[config.mk]
export PLATFORM = sky130hd
export DESIGN_NAME = mem_bus_arbiter
export DESIGN_NICKNAME = d
export VERILOG_FILES = /design/src/rtl/mips_bus_pkg.sv /design/src/rtl/bus_req_reg.sv /design/src/rtl/mem_bus_arbiter.sv
export SDC_FILE = /design/constraint.sdc
export NUM_CORES = 1
export LEC_CHECK = 0
export CORE_ASPECT_RATIO = 0.8
export CORE_MARGIN = 3
export CORE_UTILIZATION = 26
export CTS_CLUSTER_DIAMETER = 40
export DETAILED_ROUTE_END_ITERATION = 6
export PLACE_DENSITY_LB_ADDON = 0.12
export SLEW_MARGIN = 15
export SYNTH_ARGS = -nofsm -noshare
export SYNTH_HDL_FRONTEND = slang
export SYNTH_SLANG_ARGS = --single-unit
export TNS_END_PERCENT = 50
[constraint.sdc]
create_clock -name clk -period 5.7 [get_ports clk]
set_input_delay 1.14 -clock clk [delete_from_list [all_inputs] [get_ports clk]]
set_output_delay 1.14 -clock clk [all_outputs]
set_load 0.01 [all_outputs]
[src/rtl/mips_bus_pkg.sv]
// rtl/mips_bus_pkg.sv - shared types and constants for the memory bus arbiter
package mips_bus_pkg;

    typedef enum logic [1:0] {
        ARB_IDLE  = 2'd0,
        ARB_BUS_I = 2'd1,
        ARB_BUS_D = 2'd2
    } arb_state_t;

    typedef enum logic {
        GRANT_I = 1'b0,
        GRANT_D = 1'b1
    } grant_t;

    localparam logic [3:0] BE_WORD = 4'b1111;

    // On a conflict, the requester that was not served last wins.
    function automatic grant_t pick_on_conflict(input grant_t last);
        return (last == GRANT_I) ? GRANT_D : GRANT_I;
    endfunction

endpackage

[src/rtl/bus_req_reg.sv]
// rtl/bus_req_reg.sv - grant-time latch of the bus request fields
module bus_req_reg #(
    parameter int ADDR_W = 32,
    parameter int DATA_W = 32
) (
    input  logic                clk,
    input  logic                reset,
    input  logic                i_load,
    input  logic                i_clear,
    input  logic [ADDR_W-1:0]   i_addr,
    input  logic [DATA_W-1:0]   i_wdata,
    input  logic [DATA_W/8-1:0] i_be,
    input  logic                i_we,
    output logic [ADDR_W-1:0]   o_addr,
    output logic [DATA_W-1:0]   o_wdata,
    output logic [DATA_W/8-1:0] o_be,
    output logic                o_we
);

    logic [ADDR_W-1:0]   r_addr;
    logic [DATA_W-1:0]   r_wdata;
    logic [DATA_W/8-1:0] r_be;
    logic                r_we;

    // Capture fields when a grant is made; clear wins so the bus returns to zero on completion.
    always_ff @(posedge clk or posedge reset) begin
        if (reset) begin
            r_addr  <= '0;
            r_wdata <= '0;
            r_be    <= '0;
            r_we    <= 1'b0;
        end else if (i_clear) begin
            r_addr  <= '0;
            r_wdata <= '0;
            r_be    <= '0;
            r_we    <= 1'b0;
        end else if (i_load) begin
            r_addr  <= i_addr;
            r_wdata <= i_wdata;
            r_be    <= i_be;
            r_we    <= i_we;
        end
    end

    assign o_addr  = r_addr;
    assign o_wdata = r_wdata;
    assign o_be    = r_be;
    assign o_we    = r_we;

endmodule

[src/rtl/mem_bus_arbiter.sv]
// rtl/mem_bus_arbiter.sv - round-robin arbiter sharing one memory bus between fetch and load/store
module mem_bus_arbiter
    import mips_bus_pkg::*;
#(
    parameter int ADDR_W = 32,
    parameter int DATA_W = 32
) (
    input  logic                clk,
    input  logic                reset,
    input  logic                i_req,
    input  logic [ADDR_W-1:0]   i_addr,
    output logic                i_done,
    output logic [DATA_W-1:0]   i_rdata,
    input  logic                d_req,
    input  logic                d_we,
    input  logic [ADDR_W-1:0]   d_addr,
    input  logic [DATA_W-1:0]   d_wdata,
    input  logic [DATA_W/8-1:0] d_be,
    output logic                d_done,
    output logic [DATA_W-1:0]   d_rdata,
    output logic                busy,
    output logic [ADDR_W-1:0]   address,
    output logic                read,
    output logic                write,
    output logic [DATA_W-1:0]   writedata,
    output logic [DATA_W/8-1:0] byteenable,
    input  logic                waitrequest,
    input  logic [DATA_W-1:0]   readdata
);

    localparam int BE_W = DATA_W / 8;

    arb_state_t        r_state;
    arb_state_t        w_next_state;
    grant_t            r_last_grant;
    grant_t            w_last_grant_nxt;

    logic              r_read;
    logic              r_write;
    logic              r_i_done;
    logic              r_d_done;
    logic [DATA_W-1:0] r_i_rdata;
    logic [DATA_W-1:0] r_d_rdata;

    logic              w_i_ok;
    logic              w_d_ok;
    logic              w_grant_i;
    logic              w_grant_d;

    logic              w_load;
    logic              w_clear;
    logic              w_read_nxt;
    logic              w_write_nxt;
    logic              w_i_done_nxt;
    logic              w_d_done_nxt;
    logic              w_i_cap;
    logic              w_d_cap;

    logic [ADDR_W-1:0] w_ld_addr;
    logic [DATA_W-1:0] w_ld_wdata;
    logic [BE_W-1:0]   w_ld_be;
    logic              w_ld_we;
    logic              w_lat_we;

    // Arbitration: a requester is masked during its own done cycle; conflicts go to the one not served last.
    always_comb begin
        w_i_ok    = i_req & ~r_i_done;
        w_d_ok    = d_req & ~r_d_done;
        w_grant_d = w_d_ok & (~w_i_ok | (pick_on_conflict(r_last_grant) == GRANT_D));
        w_grant_i = w_i_ok & ~w_grant_d;
        w_ld_addr  = w_grant_d ? d_addr  : i_addr;
        w_ld_wdata = w_grant_d ? d_wdata : '0;
        w_ld_be    = w_grant_d ? d_be    : BE_W'(BE_WORD);
        w_ld_we    = w_grant_d & d_we;
    end

    bus_req_reg #(
        .ADDR_W (ADDR_W),
        .DATA_W (DATA_W)
    ) u_bus_req_reg (
        .clk     (clk),
        .reset   (reset),
        .i_load  (w_load),
        .i_clear (w_clear),
        .i_addr  (w_ld_addr),
        .i_wdata (w_ld_wdata),
        .i_be    (w_ld_be),
        .i_we    (w_ld_we),
        .o_addr  (address),
        .o_wdata (writedata),
        .o_be    (byteenable),
        .o_we    (w_lat_we)
    );

    // State register.
    always_ff @(posedge clk or posedge reset) begin
        if (reset) begin
            r_state <= ARB_IDLE;
        end else begin
            r_state <= w_next_state;
        end
    end

    // Next state: grant from idle, leave a bus state when waitrequest is low at the edge.
    always_comb begin
        w_next_state = r_state;
        case (r_state)
            ARB_IDLE: begin
                if (w_grant_i) begin
                    w_next_state = ARB_BUS_I;
                end else if (w_grant_d) begin
                    w_next_state = ARB_BUS_D;
                end
            end
            ARB_BUS_I, ARB_BUS_D: begin
                if (!waitrequest) begin
                    w_next_state = ARB_IDLE;
                end
            end
            default: w_next_state = ARB_IDLE;
        endcase
    end

    // Output decode: next values of the registered strobes, done pulses, read-data captures.
    always_comb begin
        w_load           = 1'b0;
        w_clear          = 1'b0;
        w_read_nxt       = r_read;
        w_write_nxt      = r_write;
        w_i_done_nxt     = 1'b0;
        w_d_done_nxt     = 1'b0;
        w_i_cap          = 1'b0;
        w_d_cap          = 1'b0;
        w_last_grant_nxt = r_last_grant;
        case (r_state)
            ARB_IDLE: begin
                if (w_grant_i) begin
                    w_load      = 1'b1;
                    w_read_nxt  = 1'b1;
                    w_write_nxt = 1'b0;
                end else if (w_grant_d) begin
                    w_load      = 1'b1;
                    w_read_nxt  = ~d_we;
                    w_write_nxt = d_we;
                end
            end
            ARB_BUS_I: begin
                if (!waitrequest) begin
                    w_clear          = 1'b1;
                    w_read_nxt       = 1'b0;
                    w_write_nxt      = 1'b0;
                    w_i_done_nxt     = 1'b1;
                    w_i_cap          = 1'b1;
                    w_last_grant_nxt = GRANT_I;
                end
            end
            ARB_BUS_D: begin
                if (!waitrequest) begin
                    w_clear          = 1'b1;
                    w_read_nxt       = 1'b0;
                    w_write_nxt      = 1'b0;
                    w_d_done_nxt     = 1'b1;
                    w_d_cap          = ~w_lat_we;
                    w_last_grant_nxt = GRANT_D;
                end
            end
            default: begin
                w_clear     = 1'b1;
                w_read_nxt  = 1'b0;
                w_write_nxt = 1'b0;
            end
        endcase
    end

    // Registered strobes, done pulses, read data and round-robin history.
    always_ff @(posedge clk or posedge reset) begin
        if (reset) begin
            r_read       <= 1'b0;
            r_write      <= 1'b0;
            r_i_done     <= 1'b0;
            r_d_done     <= 1'b0;
            r_i_rdata    <= '0;
            r_d_rdata    <= '0;
            r_last_grant <= GRANT_I;
        end else begin
            r_read       <= w_read_nxt;
            r_write      <= w_write_nxt;
            r_i_done     <= w_i_done_nxt;
            r_d_done     <= w_d_done_nxt;
            r_last_grant <= w_last_grant_nxt;
            if (w_i_cap) begin
                r_i_rdata <= readdata;
            end
            if (w_d_cap) begin
                r_d_rdata <= readdata;
            end
        end
    end

    assign read    = r_read;
    assign write   = r_write;
    assign i_done  = r_i_done;
    assign d_done  = r_d_done;
    assign i_rdata = r_i_rdata;
    assign d_rdata = r_d_rdata;
    assign busy    = (r_state != ARB_IDLE);

endmodule
==> images/m3.png <==
Scale bar: 50 um. Cells faint in the background.
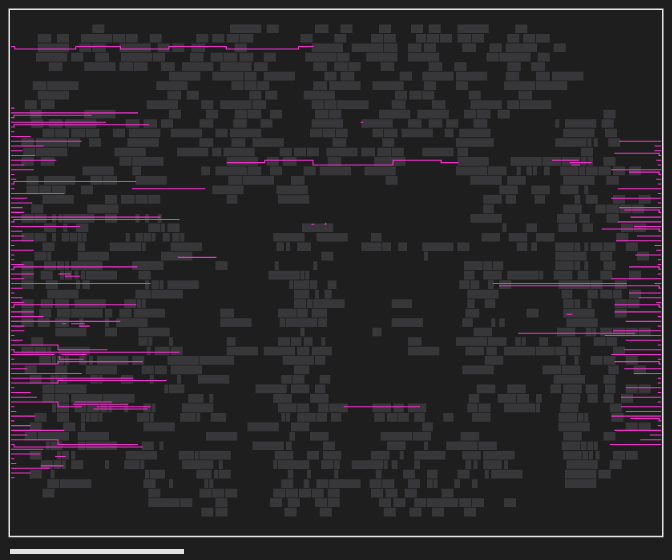
main direction	horizontal
longest straight run	47.4 um
nets with wire on the layer	160
Vias: 5433
WL final: 22120 um

==> images/m2.png <==
Cells faint in the background.
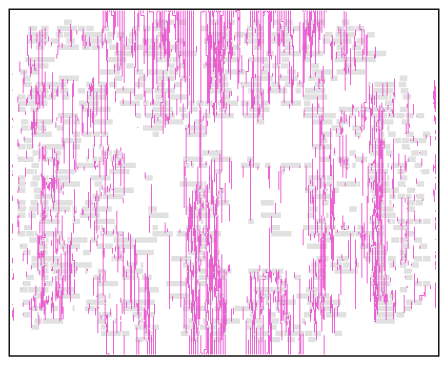
wire length on this layer	10100 um
main direction	vertical
longest straight run	49.0 um
nets with wire on the layer	825
grt met2 use: 24.19%

==> CHANGELOG.md <==
### Changed

- Clk slew on worst S/H paths: ~0.070 ns
- Port-buffer cells: 274
- Syn Inst Count: 555
- Drt first pass iters: 4
- Root Driver: clkbuf_16
- Dominant flop cell: dfrtp_1
- Clk sinks: 140
- Average cell area after synthesis: 12.30 um2
- Cts bufs inserted: 17
- Dpl hpwl: 15230 um
- Hold_sp: d_rdata[23]$_DFFE_PP0P_
- Vias in the first global route: 5904
- GRT met1 Usage: around 21%
- Grt met3 use: 6.409%
- Outcome: finished clean
- Hold-critical path depth: 1
- Peak supply drop: 0.0002017 V
- Critical path origin: r_state[1]$_DFFE_PP0P_
- Most numerous cell in the Yosys netlist: dfrtp_1
- Flop2flop setup slack: 3.00 ns
- Post-synthesis register bit count: 140
- Fin nets: about 950
- Post-DR vias/cell: 4.648
- # diodes: 0
- Latency at later pin: about 0.42 ns
- Die X: between 150 and 200 um
- CTS H-tree lvls: 4
- Static Leak: 4.191 nW
- 1st-iter DRT viols: 212
==> images/layers.png <==
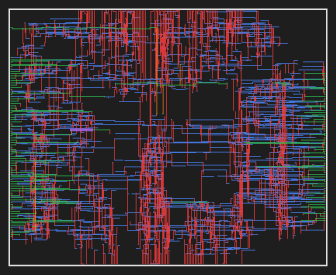
layer	color	wire length
M1	blue	9970 um
M2	red	10100 um
M3	green	1910 um
M4	orange	124 um
M5	purple	12.0 um
Global Route Usage Sum: 15.63%
WL per Instance: 18.92 um

==> area by class of cell <==
class | count | area (um2) | area share [%]
Sequential cell | 140 | 3503 | 33.59
Tap cell | 351 | 439.2 | 4.211
Clock buffer | 18 | 429.2 | 4.115
Multi-Input combinational cell | 324 | 2915 | 27.95
Clock inverter | 14 | 156.4 | 1.500
Timing Repair Buffer | 284 | 2838 | 27.21
Inverter | 38 | 147.6 | 1.416
==> where the power goes <==
group          switching, W  internal [W]  leakage (nW)
Sequential         0.000246       0.00142          1.77
Combinational       0.00135       0.00141          2.14
Clock              0.000496      0.000621         0.274
Total               0.00209       0.00345          4.19
==> stage by stage <==
step | util, % | worst slack [ns] | power, W | area [um2] | hold WS, ns
6_report | 40.79 | 1.959 | 0.005541 | 10430 | 0.4925
3_5_place_dp | 38.37 | 2.052 | 0.004451 | 9812 | 0.4741
4_1_cts | 40.66 | 1.900 | 0.005616 | 10400 | 0.5009
3_3_place_gp | 38.37 | 2.085 | 0.004404 | 9812 | 0.4712
5_1_grt | 40.79 | 1.756 | 0.005914 | 10430 | 0.5155
2_1_floorplan | - | 0.8071 | 0.003198 | 6824 | 0.4838
==> cell families after synthesis <==
group,Yosys count,share of synthesized area [%]
buffers and inverters,91,6.380
and+or+nand+nor,112,9.076
DFF,140,51.34
AOI/OAI and AO/OA,144,21.93
adders and majority gates,3,0.5501
muxes,65,10.73
==> worst max-delay path by stage <==
stage	end
floorplan	d_done$_DFF_PP0_
global placement	u_bus_req_reg.o_be[2]$_DFFE_PP0P_
detailed placement	u_bus_req_reg.o_be[2]$_DFFE_PP0P_
CTS	busy
global route	busy
finish	busy
==> cells in the final DEF (no fill, tap or decap), types with 17 or more instances in the layout <==
cell	Yosys	layout
a221oi_2	59	59
o22ai_1	23	23
nand2_1	69	69
o21ai_0	30	30
clkbuf_16	0	17
inv_1	37	36
mux2_2	61	60
and3b_1	33	33
dfrtp_1	140	140
clkdlybuf4s50_1	0	274
==> sequential cells by signal, indices dropped and copies added, names as in the netlist <==
name                   flops
i_done                     1
u_bus_req_reg.o_addr      32
u_bus_req_reg.o_wdata     32
d_done                     1
read                       1
r_state                    2
r_last_grant               1
u_bus_req_reg.o_we         1
write                      1
u_bus_req_reg.o_be         4
d_rdata                   32
i_rdata                   32
==> worst reg2reg max path, cell delays in order, from the launching register on <==
cell and delay [ns]:
dfrtp_1 0.38, inv_1 0.08, ha_1 0.29, inv_2 0.73, o21a_2 0.93, a221oi_1 0.13
==> layer usage <==
metal / wire length (um) / vias up
met1: 9970 / 2686
met3: 1909 / 10
met2: 10110 / 191
met4: 123 / 2
li1: - / 2544
met5: 11 / -
Power and IR drop assume default switching activity.
